Fig. 1: cell placement
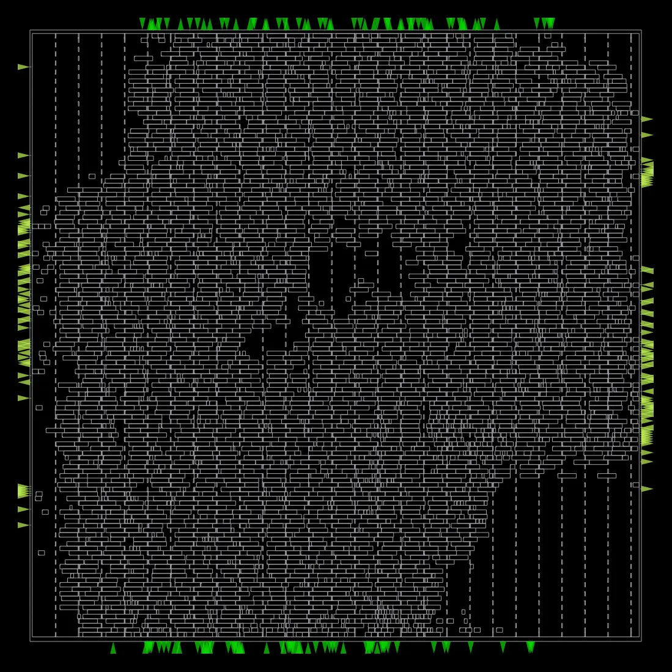
Fig. 2: supply network
Pins as bars on the die edge. Tap cells in grey.
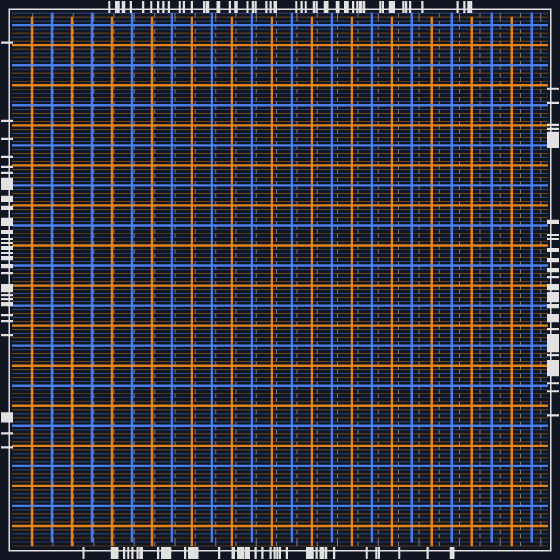
Fig. 3: cell classes on the final placement
Bar = 100 microns. Fill, decap, tap and diode cells in grey.
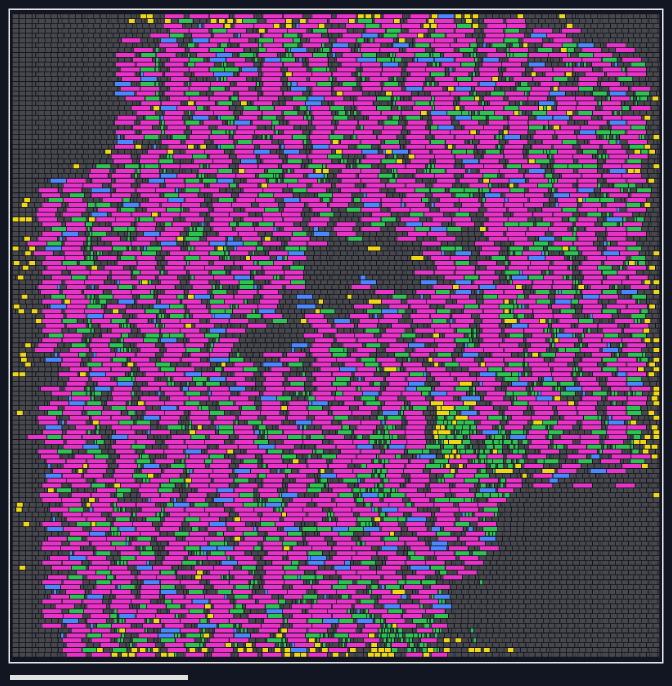
Fig. 4: clock network drawn from the DEF
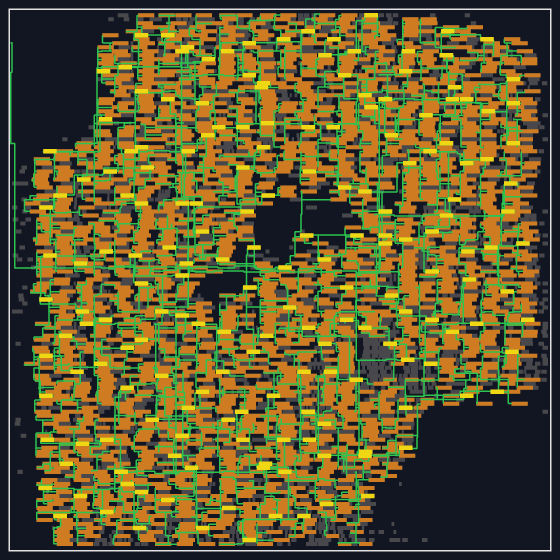
$ cat src/rtl/cpu_trace_fifo_if.sv
// Trace-capture bus: CPU observation inputs, reader handshake, and status outputs.
// Slave modport belongs to cpu_trace_fifo. Master modport belongs to the CPU/reader side.
interface cpu_trace_fifo_if #(
  parameter int DEPTH = 16,
  parameter int SEQ_W = 16
) ();
  localparam int LW = $clog2(DEPTH) + 1;

  logic             i_trace_valid;
  logic [31:0]      i_trace_pc;
  logic [31:0]      i_trace_instr;
  logic [4:0]       i_trace_rd;
  logic [31:0]      i_trace_db;
  logic             o_out_valid;
  logic             i_out_ready;
  logic [31:0]      o_out_pc;
  logic [31:0]      o_out_instr;
  logic [4:0]       o_out_rd;
  logic [31:0]      o_out_db;
  logic [SEQ_W-1:0] o_out_seq;
  logic [LW-1:0]    o_level;
  logic             o_overflow;
  logic [7:0]       o_drop_cnt;
  logic             i_clr_ovf;

  modport slave (
    input  i_trace_valid, i_trace_pc, i_trace_instr, i_trace_rd, i_trace_db,
    input  i_out_ready, i_clr_ovf,
    output o_out_valid, o_out_pc, o_out_instr, o_out_rd, o_out_db, o_out_seq,
    output o_level, o_overflow, o_drop_cnt
  );

  modport master (
    output i_trace_valid, i_trace_pc, i_trace_instr, i_trace_rd, i_trace_db,
    output i_out_ready, i_clr_ovf,
    input  o_out_valid, o_out_pc, o_out_instr, o_out_rd, o_out_db, o_out_seq,
    input  o_level, o_overflow, o_drop_cnt
  );
endinterface

$ cat src/rtl/cpu_trace_fifo.sv
// Commit-trace capture FIFO: tags each observed CPU record with a sequence number and buffers it for a reader.
// Optional macro TRACE_FILTER_EN suppresses consecutive records that repeat the same PC.
module cpu_trace_fifo #(
  parameter int DEPTH = 16,
  parameter int SEQ_W = 16
) (
  input  logic                  i_clk,
  input  logic                  i_rst_n,
  cpu_trace_fifo_if.slave       bus
);
  localparam int AW = $clog2(DEPTH);

  typedef struct packed {
    logic [31:0]      pc;
    logic [31:0]      instr;
    logic [4:0]       rd;
    logic [31:0]      db;
    logic [SEQ_W-1:0] seq;
  } trace_rec_t;

  trace_rec_t       r_mem [DEPTH];
  logic [AW:0]      r_wr_ptr;
  logic [AW:0]      r_rd_ptr;
  logic [SEQ_W-1:0] r_seq;
  logic             r_overflow;
  logic [7:0]       r_drop_cnt;

  logic       w_observed;
  logic       w_empty;
  logic       w_full;
  logic       w_pop;
  logic       w_push;
  logic       w_drop;
  trace_rec_t w_head;
  trace_rec_t w_new;

`ifdef TRACE_FILTER_EN
  logic [31:0] r_last_pc;
  logic        r_last_pc_vld;

  // Stalls repeat the same PC. Only the first occurrence counts as an observed record.
  assign w_observed = bus.i_trace_valid && !(r_last_pc_vld && (bus.i_trace_pc == r_last_pc));

  always_ff @(posedge i_clk or negedge i_rst_n) begin
    if (!i_rst_n) begin
      r_last_pc     <= '0;
      r_last_pc_vld <= 1'b0;
    end else if (bus.i_trace_valid) begin
      r_last_pc     <= bus.i_trace_pc;
      r_last_pc_vld <= 1'b1;
    end
  end
`else
  assign w_observed = bus.i_trace_valid;
`endif

  assign w_empty = (r_wr_ptr == r_rd_ptr);
  assign w_full  = (r_wr_ptr[AW] != r_rd_ptr[AW]) && (r_wr_ptr[AW-1:0] == r_rd_ptr[AW-1:0]);
  assign w_pop   = !w_empty && bus.i_out_ready;
  // A full FIFO still accepts a record when the head leaves on the same edge.
  assign w_push  = w_observed && (!w_full || w_pop);
  assign w_drop  = w_observed && w_full && !w_pop;

  assign w_new = '{pc: bus.i_trace_pc, instr: bus.i_trace_instr, rd: bus.i_trace_rd,
                   db: bus.i_trace_db, seq: r_seq};

  // NOTE: storage has no reset. The pointers alone define which entries are live, so resetting the array would only add logic.
  always_ff @(posedge i_clk) begin
    if (w_push) r_mem[r_wr_ptr[AW-1:0]] <= w_new;
  end

  // NOTE: all sequential state uses non-blocking assignments, so every register samples pre-edge values.
  always_ff @(posedge i_clk or negedge i_rst_n) begin
    if (!i_rst_n) begin
      r_wr_ptr <= '0;
      r_rd_ptr <= '0;
      r_seq    <= '0;
    end else begin
      if (w_push)     r_wr_ptr <= r_wr_ptr + 1'b1;
      if (w_pop)      r_rd_ptr <= r_rd_ptr + 1'b1;
      if (w_observed) r_seq    <= r_seq + 1'b1;
    end
  end

  // A drop in the same cycle as a clear wins, so the clear restarts the count at one.
  always_ff @(posedge i_clk or negedge i_rst_n) begin
    if (!i_rst_n) begin
      r_overflow <= 1'b0;
      r_drop_cnt <= '0;
    end else if (w_drop) begin
      r_overflow <= 1'b1;
      if (bus.i_clr_ovf)            r_drop_cnt <= 8'd1;
      else if (r_drop_cnt != 8'hFF) r_drop_cnt <= r_drop_cnt + 8'd1;
    end else if (bus.i_clr_ovf) begin
      r_overflow <= 1'b0;
      r_drop_cnt <= '0;
    end
  end

  assign w_head = r_mem[r_rd_ptr[AW-1:0]];

  // Head fields read zero while the FIFO is empty, so stale storage never shows on the outputs.
  assign bus.o_out_valid = !w_empty;
  assign bus.o_out_pc    = w_empty ? '0 : w_head.pc;
  assign bus.o_out_instr = w_empty ? '0 : w_head.instr;
  assign bus.o_out_rd    = w_empty ? '0 : w_head.rd;
  assign bus.o_out_db    = w_empty ? '0 : w_head.db;
  assign bus.o_out_seq   = w_empty ? '0 : w_head.seq;
  assign bus.o_level     = r_wr_ptr - r_rd_ptr;
  assign bus.o_overflow  = r_overflow;
  assign bus.o_drop_cnt  = r_drop_cnt;
endmodule

$ cat src/flat_wrapper.sv
// flat-port wrapper written by rule: the top's interface ports become plain ports
module cpu_trace_fifo_flat 
#(
  parameter int DEPTH = 16,
  parameter int SEQ_W = 16
)
  (i_clk, i_rst_n, bus_i_trace_valid, bus_i_trace_pc, bus_i_trace_instr, bus_i_trace_rd, bus_i_trace_db, bus_i_out_ready, bus_i_clr_ovf, bus_o_out_valid, bus_o_out_pc, bus_o_out_instr, bus_o_out_rd, bus_o_out_db, bus_o_out_seq, bus_o_level, bus_o_overflow, bus_o_drop_cnt);
  cpu_trace_fifo_if #(.DEPTH(DEPTH), .SEQ_W(SEQ_W)) bus_i ();
  input  logic i_clk;
  input  logic i_rst_n;
  input wire logic [$bits(bus_i.i_trace_valid)-1:0] bus_i_trace_valid;
  input wire logic [$bits(bus_i.i_trace_pc)-1:0] bus_i_trace_pc;
  input wire logic [$bits(bus_i.i_trace_instr)-1:0] bus_i_trace_instr;
  input wire logic [$bits(bus_i.i_trace_rd)-1:0] bus_i_trace_rd;
  input wire logic [$bits(bus_i.i_trace_db)-1:0] bus_i_trace_db;
  input wire logic [$bits(bus_i.i_out_ready)-1:0] bus_i_out_ready;
  input wire logic [$bits(bus_i.i_clr_ovf)-1:0] bus_i_clr_ovf;
  output wire logic [$bits(bus_i.o_out_valid)-1:0] bus_o_out_valid;
  output wire logic [$bits(bus_i.o_out_pc)-1:0] bus_o_out_pc;
  output wire logic [$bits(bus_i.o_out_instr)-1:0] bus_o_out_instr;
  output wire logic [$bits(bus_i.o_out_rd)-1:0] bus_o_out_rd;
  output wire logic [$bits(bus_i.o_out_db)-1:0] bus_o_out_db;
  output wire logic [$bits(bus_i.o_out_seq)-1:0] bus_o_out_seq;
  output wire logic [$bits(bus_i.o_level)-1:0] bus_o_level;
  output wire logic [$bits(bus_i.o_overflow)-1:0] bus_o_overflow;
  output wire logic [$bits(bus_i.o_drop_cnt)-1:0] bus_o_drop_cnt;
  assign bus_i.i_trace_valid = bus_i_trace_valid;
  assign bus_i.i_trace_pc = bus_i_trace_pc;
  assign bus_i.i_trace_instr = bus_i_trace_instr;
  assign bus_i.i_trace_rd = bus_i_trace_rd;
  assign bus_i.i_trace_db = bus_i_trace_db;
  assign bus_i.i_out_ready = bus_i_out_ready;
  assign bus_i.i_clr_ovf = bus_i_clr_ovf;
  assign bus_o_out_valid = bus_i.o_out_valid;
  assign bus_o_out_pc = bus_i.o_out_pc;
  assign bus_o_out_instr = bus_i.o_out_instr;
  assign bus_o_out_rd = bus_i.o_out_rd;
  assign bus_o_out_db = bus_i.o_out_db;
  assign bus_o_out_seq = bus_i.o_out_seq;
  assign bus_o_level = bus_i.o_level;
  assign bus_o_overflow = bus_i.o_overflow;
  assign bus_o_drop_cnt = bus_i.o_drop_cnt;
  cpu_trace_fifo #(.DEPTH(DEPTH), .SEQ_W(SEQ_W)) u_core (.i_clk(i_clk), .i_rst_n(i_rst_n), .bus(bus_i));
endmodule
$ cat config.mk
export PLATFORM = sky130hd
export DESIGN_NAME = cpu_trace_fifo_flat
export DESIGN_NICKNAME = d
export VERILOG_FILES = /design/src/rtl/cpu_trace_fifo_if.sv /design/src/rtl/cpu_trace_fifo.sv /design/src/flat_wrapper.sv
export SDC_FILE = /design/constraint.sdc
export NUM_CORES = 2
export LEC_CHECK = 0
export ABC_CLOCK_PERIOD_IN_PS = 9920
export CAP_MARGIN = 20
export CORE_UTILIZATION = 55
export CTS_CLUSTER_DIAMETER = 150
export DETAILED_ROUTE_END_ITERATION = 8
export HOLD_SLACK_MARGIN = 0.03
export PLACE_DENSITY = 0.76
export SLEW_MARGIN = 5
export SYNTH_ARGS = -nofsm -noshare
export SYNTH_HDL_FRONTEND = slang
export SYNTH_SLANG_ARGS = --single-unit
$ cat constraint.sdc
create_clock -name i_clk -period 9.92 [get_ports i_clk]
set_input_delay 2.48 -clock i_clk [delete_from_list [all_inputs] [get_ports i_clk]]
set_output_delay 2.48 -clock i_clk [all_outputs]
set_load 0.1 [all_outputs]
==> job_summary.md <==
## Implementation flow summary

| Metric | Value |
|---|---|
| Grt total ovfl | `0` |
| EDFF count, synth | `1,872` |
| Inverters | `14` |
| Delay-heaviest family, CP | `buffers and inverters` |
| Outcome | `finished clean` |
| # Taps | `~1,800` |
| Post-CTS setup buffer count | `0` |
| Non-clk bufs | `a little over 300` |
| Detail Route Antenna Nets | `0` |
| Max incr delay on CP | `approximately 1.1 ns` |
| RSZ-0062 raised after global routing | `false` |
| Vias per cell | `approximately 6.4` |
| Hold_buf cts | `0` |
| Latency at later pin | `around 0.8 ns` |
| Commonest cells post-synth | `edfxtp_1 (1,872), mux4_2 (468), nand3_1 (357)` |
| Fillers | `roughly 8,500` |
| Avg Inst Size Synth | `between 20 and 25 sq um` |
| Clock Buffer Count | `around 230` |
Notes on Fig. 1 above:
final cell utilization of the core: 63.3%
Non-Filler Instances: 5,501

Notes on Fig. 2 above:
Blue is VDD. Orange is VSS.
1,755 tap cells. 26 straps on met5. 238 signal pins sit on the boundary. The core has 133 rows. 134 met1 rails follow the rows.

Notes on Fig. 3 above:
Green is remaining logic cells, cells 1,209. Blue is clock drivers and dummy loads, cells 322. Magenta is sequential cells, cells 1,907. Yellow is remaining buffers and delay cells, cells 302.
row cnt: 133
CORE AREA: 132,000 sq um
Seq area share: 68.5%
post-route cell area: 83,400 sq um

Notes on Fig. 4 above:
Yellow is clock-net drivers, count 185. Orange is flip-flops, count 1,907. Green is clock wires, length 19,400 microns.
Position of the flops: widely spread.

==> layer usage <==
metal  GRT usage (%)  vias up  part of all wire, %
li1                -    14418                    -
met1            34.9    18558                   40
met2            38.1     1825                   48
met3            6.19      269                   10
met4            7.12       34                  2.3
met5               0        -                 0.13
==> worst max path at each step <==
stage          slack, ns                            to
6_report            1.78              bus_o_out_pc[21]
5_1_grt             1.50               bus_o_out_pc[1]
4_1_cts             1.70               bus_o_out_pc[1]
3_5_place_dp        2.59              bus_o_out_pc[26]
3_3_place_gp        2.61              bus_o_out_pc[26]
2_1_floorplan       1.23  u_core.r_mem[7][0]$_DFFE_PP_
==> cells by family after synthesis <==
logic type,count (synthesis)
simple gates,541
flops,1907
fa+ha+maj,12
xor+xnor,28
compound gates,27
buf+inv,202
mux,587
